===== src/rtl/cam_update_ctrl.sv =====
// rtl/cam_update_ctrl.sv - write-side controller for a bank of cam_cmp_lutram entries
// Keeps a shadow copy of every entry's key/valid so target selection needs no CAM read-back.
module cam_update_ctrl #(
    parameter int ENTRIES         = 8,
    parameter int PACKS_OF_5_BITS = 4
) (
    input  logic                                 clk,
    input  logic                                 rst,
    input  logic                                 req_valid_i,
    output logic                                 req_ready_o,
    input  logic [PACKS_OF_5_BITS-1:0][4:0]      req_key_i,
    input  logic                                 req_inv_i,
    input  logic                                 flush_i,
    output logic [ENTRIES-1:0]                   upd_o,
    output logic [PACKS_OF_5_BITS-1:0][4:0]      set_key_o,
    output logic                                 set_key_valid_o,
    output logic                                 busy_o,
    output logic                                 done_o,
    output logic [$clog2(ENTRIES)-1:0]           done_idx_o,
    output logic                                 done_hit_o
);
    localparam int IW    = $clog2(ENTRIES);
    localparam int KEY_W = 5 * PACKS_OF_5_BITS;

    localparam logic [1:0] IDLE   = 2'd0;
    localparam logic [1:0] ISSUE  = 2'd1;
    localparam logic [1:0] SETTLE = 2'd2;
    localparam logic [1:0] FLUSH  = 2'd3;

    localparam logic [ENTRIES-1:0] ONE = 1;
    localparam logic [IW-1:0]      LAST_IDX = IW'(ENTRIES - 1);

    logic [1:0]         state_q;
    logic [IW-1:0]      fidx_q;
    logic [IW-1:0]      ptr_q;
    logic [IW-1:0]      tgt_q;
    logic [ENTRIES-1:0] valid_q;
    logic [KEY_W-1:0]   key_q [ENTRIES];
    logic [KEY_W-1:0]   rkey_q;
    logic               rinv_q;
    logic               rhit_q;
    logic               fl_q;
    logic               done_q;
    logic [IW-1:0]      done_idx_q;
    logic               done_hit_q;

    logic               hit;
    logic [IW-1:0]      hit_idx;
    logic               free;
    logic [IW-1:0]      free_idx;
    logic               accept;

    // Descending scan so the lowest matching / free index wins.
    always_comb begin
        hit      = 1'b0;
        hit_idx  = '0;
        free     = 1'b0;
        free_idx = '0;
        for (int i = ENTRIES - 1; i >= 0; i--) begin
            if (valid_q[i] && (key_q[i] == req_key_i)) begin
                hit     = 1'b1;
                hit_idx = IW'(i);
            end
            if (!valid_q[i]) begin
                free     = 1'b1;
                free_idx = IW'(i);
            end
        end
    end

    assign req_ready_o     = (state_q == IDLE) && !flush_i;
    assign accept          = req_valid_i && req_ready_o;
    assign busy_o          = (state_q != IDLE);
    assign upd_o           = (state_q == ISSUE) ? (ONE << tgt_q) :
                             (state_q == FLUSH) ? (ONE << fidx_q) : '0;
    assign set_key_o       = (state_q == ISSUE) ? rkey_q : '0;
    assign set_key_valid_o = (state_q == ISSUE) && !rinv_q;
    assign done_o          = done_q;
    assign done_idx_o      = done_idx_q;
    assign done_hit_o      = done_hit_q;

    always_ff @(posedge clk) begin
        if (rst) begin
            state_q    <= FLUSH;
            fidx_q     <= '0;
            ptr_q      <= '0;
            tgt_q      <= '0;
            valid_q    <= '0;
            rkey_q     <= '0;
            rinv_q     <= 1'b0;
            rhit_q     <= 1'b0;
            fl_q       <= 1'b1;
            done_q     <= 1'b0;
            done_idx_q <= '0;
            done_hit_q <= 1'b0;
        end else begin
            done_q     <= 1'b0;
            done_idx_q <= '0;
            done_hit_q <= 1'b0;
            case (state_q)
                IDLE: begin
                    if (flush_i) begin
                        state_q <= FLUSH;
                        fidx_q  <= '0;
                        ptr_q   <= '0;
                        valid_q <= '0;
                        fl_q    <= 1'b1;
                    end else if (accept) begin
                        if (req_inv_i && !hit) begin
                            done_q <= 1'b1;
                        end else begin
                            state_q <= ISSUE;
                            fl_q    <= 1'b0;
                            rkey_q  <= req_key_i;
                            rinv_q  <= req_inv_i;
                            rhit_q  <= hit;
                            if (hit) begin
                                tgt_q <= hit_idx;
                            end else if (free) begin
                                tgt_q <= free_idx;
                            end else begin
                                tgt_q <= ptr_q;
                                ptr_q <= ptr_q + IW'(1);
                            end
                        end
                    end
                end
                ISSUE: begin
                    valid_q[tgt_q] <= !rinv_q;
                    state_q        <= SETTLE;
                end
                SETTLE: begin
                    state_q <= IDLE;
                    if (!fl_q) begin
                        done_q     <= 1'b1;
                        done_idx_q <= tgt_q;
                        done_hit_q <= rhit_q;
                    end
                end
                default: begin
                    if (fidx_q == LAST_IDX) begin
                        state_q <= SETTLE;
                    end else begin
                        fidx_q <= fidx_q + IW'(1);
                    end
                end
            endcase
        end
    end

    // Shadow keys are only meaningful under valid_q, so they need no reset.
    always_ff @(posedge clk) begin
        if (!rst && state_q == ISSUE) begin
            key_q[tgt_q] <= rkey_q;
        end
    end
endmodule


===== config.mk =====
export PLATFORM = sky130hd
export DESIGN_NAME = cam_update_ctrl
export DESIGN_NICKNAME = d
export VERILOG_FILES = /design/src/rtl/cam_update_ctrl.sv
export SDC_FILE = /design/constraint.sdc
export NUM_CORES = 1
export LEC_CHECK = 0
export CAP_MARGIN = 20
export CORE_MARGIN = 4
export CORE_UTILIZATION = 49
export DETAILED_ROUTE_END_ITERATION = 8
export PLACE_DENSITY_LB_ADDON = 0.2
export SETUP_SLACK_MARGIN = 0.1
export SYNTH_ARGS = -nofsm -noshare
export SYNTH_HDL_FRONTEND = slang
export SYNTH_SLANG_ARGS = --single-unit
export TNS_END_PERCENT = 10

===== constraint.sdc =====
create_clock -name clk -period 3.3 [get_ports clk]
set_clock_uncertainty 0.15 [all_clocks]
set_input_delay 0.33 -clock clk [delete_from_list [all_inputs] [get_ports clk]]
set_output_delay 0.33 -clock clk [all_outputs]
set_load 0.005 [all_outputs]

Layout detail:
Region (61, 61) to (86, 86) µm. Cells in grey, sequential cells in the stronger grey; small squares are vias.
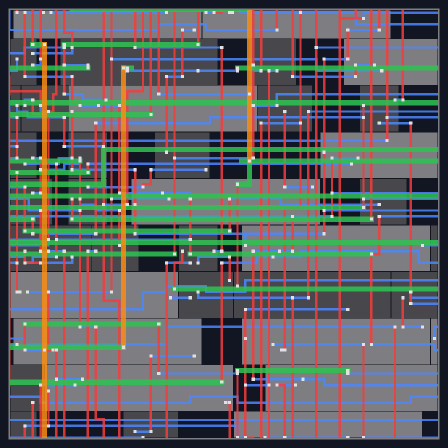
| layer | colour |
|---|---|
| metal 3 | green |
| metal 2 | red |
| metal 1 | blue |
| metal 4 | orange |
sequential cells in the window: 12
most frequent: edfxtp_1 (12), buf_4 (7), xnor2_1 (5)
cells with their middle in the window: 34
netlist names of flops here include: key_q (12)

Register map, names as in the netlist:
Drawn at 2 px/µm. Other sequential cells in the stronger grey, the rest of the logic in the fainter grey.
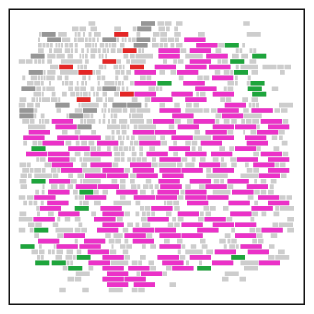
| signal | colour | sequential cells |
|---|---|---|
| valid_q | red | 8 |
| key_q | magenta | 160 |
| rkey_q | green | 20 |
not coloured: 19
Seq power: 2.80 mW
FF+latch area: 0.00575 mm²
sequential cell area share: 50.5%
fin util: 60.4%

Signal wires on met2:
Drawn at 2 px/µm.
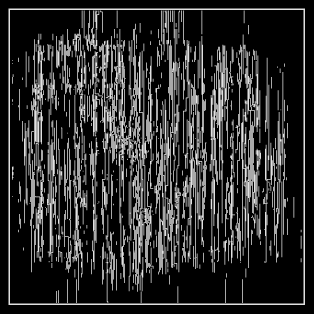
nets with wire on the layer: 738
longest straight run: 66.3 µm
final wirelength: 25.1 mm
met2 usage: 38.1%
via count: 6265

Sizing map:
Drawn at 3 px/µm.
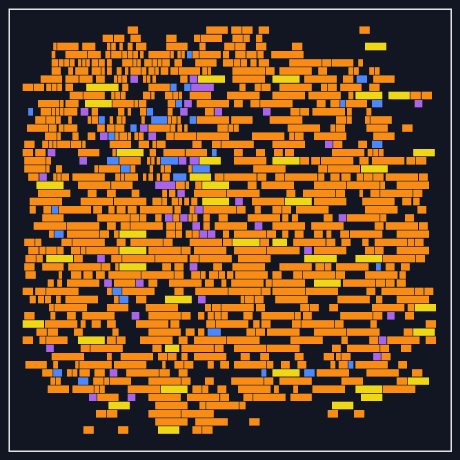
| size | colour | cells | share | most used |
|---|---|---|---|---|
| _6 and larger | yellow | 40 | 4.8% | clkbuf_16 |
| _0 and _1 cells | orange | 726 | 86% | edfxtp_1 |
| _3 and _4 cells | purple | 43 | 5.1% | buf_4 |
| _2 cells | blue | 32 | 3.8% | nor2_2 |
area delta synth->final: 20.6%
nonclk buf count: 112
final instance area: 0.0114 mm²
Worst Slack Setup Final: 0.279 ns

## sequential cells by signal (all words and copies together), names as in the netlist, 2 cells and up
signal / count
key_q: 160
rkey_q: 20
valid_q: 8
done_idx_o: 3
fidx_q: 3
ptr_q: 3
tgt_q: 3
state_q: 2
## critical path, delay by kind of cell (launching register included)
family / cells / cell delay [ns]
flops: 1 / 0.32
fa+ha+maj: 1 / 0.52
buf+inv: 3 / 0.97
simple gates: 1 / 0.24
## area by class of cell
type | instances | area, µm² | area share [%]
tap | 260 | 325 | 2.86
clock buffer | 30 | 622 | 5.46
inverter | 11 | 41.3 | 0.363
sequential | 207 | 5750 | 50.5
clock inverter | 10 | 101 | 0.890
multi-input combinational | 471 | 3400 | 29.9
timing repair buffer | 112 | 1150 | 10.1
## Yosys cell counts (all sizes together) (2+ instances only)
library cell / count / area share [%]
nand3: 36 / 1.9
inv: 11 / 0.44
nor3: 6 / 0.32
or2: 2 / 0.13
ha: 11 / 1.5
o41ai: 2 / 0.34
o21ai: 13 / 0.69
dfxtp: 47 / 10
a22oi: 5 / 0.40
a21oi: 33 / 1.9
edfxtp: 160 / 51
a21boi: 3 / 0.24
a21o: 5 / 0.40
a211o: 2 / 0.19
nor2b: 5 / 0.33
xor2: 32 / 3.0
nand3b: 3 / 0.24
nor4: 17 / 1.1
a21bo: 20 / 2.1
nand2: 26 / 1.0
nand2b: 3 / 0.20
nand4b: 2 / 0.19
xnor2: 128 / 12
nand4: 37 / 2.5
a22o: 2 / 0.19
nor2: 35 / 1.4
nor3b: 2 / 0.16
clkbuf: 14 / 0.56
and2: 27 / 1.8
buf: 31 / 2.7
a221o: 2 / 0.21
==> impl_metrics.py <==
# Physical implementation metrics
metrics = {
    "run_status": {
        "status": "finished, final reports clean",
    },
    "detailed_routing": {
        "route.detailed.drc": 0,
        "route.met2.wl_mm": 11.9,
        "dr.first_iter.drc_count": 573,
        "ant_nets": 0,
        "highest_layer": "met4",
        "routed_via_density": 5.69,
    },
    "clock_tree": {
        "clock_latency_ns": 0.50,
        "clkTransAtPathRegs_ns": 0.06,
        "cts_resized": 0,
        "cts_tree": "done",
        "hold_buffers": 0,
        "clockBufferDepth": 3,
    },
    "worst_hold_path": {
        "holdPathEnd": "valid_q[4]",
        "holdPathStages": 3,
        "min_path_type": "in2reg",
    },
    "grt": {
        "track_usage_pct": 23.3,
        "grt_pass1_wl_mm": 38.4,
        "grt_pass1_vias": 6308,
        "grt_busiest_layer": "met2",
        "grt-ovfl-total": 0,
        "grt_util_met1_pct": 32.2,
        "antenna_found_initial": 0,
    },
    "die": {
        "die_y_um": 147,
        "io_pins": 61,
    },
    "sta": {
        "slew_headroom_pct": 42.0,
        "fin_crit_sh_pct": 91.5,
        "tns_ns": 0,
        "final_hold_viol_count": 0,
        "maxClockFrequency_ghz": 0.331,
        "finalSetupViolCount": 0,
        "final_max_slew_viol_count": 0,
    },
    "critical_path": {
        "r2r_end": "state_q[1]",
        "r2r_setup_slack_ns": 0.57,
        "critPathLaunch": "state_q[1]",
        "critPathKind": "reg2out",
        "required_ns": 2.82,
        "path_max_fanout": 19,
        "slowest_stage": "clkdlybuf4s50_1",
        "critical_path.endpoint": "set_key_valid_o",
        "cp-end-kind": "output pin",
        "worst_ep_arrival_time_ns": 2.54,
    },
    "pwr": {
        "pg_clk_mw": 2.46,
        "p_sw_share_pct": 21.6,
        "p_per_area_mw_per_mm2": 501,
        "p_comb_mw": 0.440,
    },
    "yosys": {
        "numSynthFlops": 207,
        "synth-simple-area-share_pct": 11.4,
        "ys_types": 51,
        "syn_inst": 734,
        "yosysWarnings": 0,
        "yosys-stat-cells": 734,
        "ys.flop_type": "edfxtp_1",
        "xor_share_pct": 14.8,
        "synth.yosys.seq_area_share_pct": 60.9,
        "syn_avg_cell_area_um2": 12.9,
    },
    "layout": {
        "layout-drive-gt1-share_pct": 13.7,
        "instances_no_fill": 1101,
        "diodes": 0,
    },
    "place": {
        "gp_congestion": 0.982,
        "place_inst": 1061,
    },
    "flow_run": {
        "warning_count": 33,
    },
}
Power and IR drop assume default switching activity.
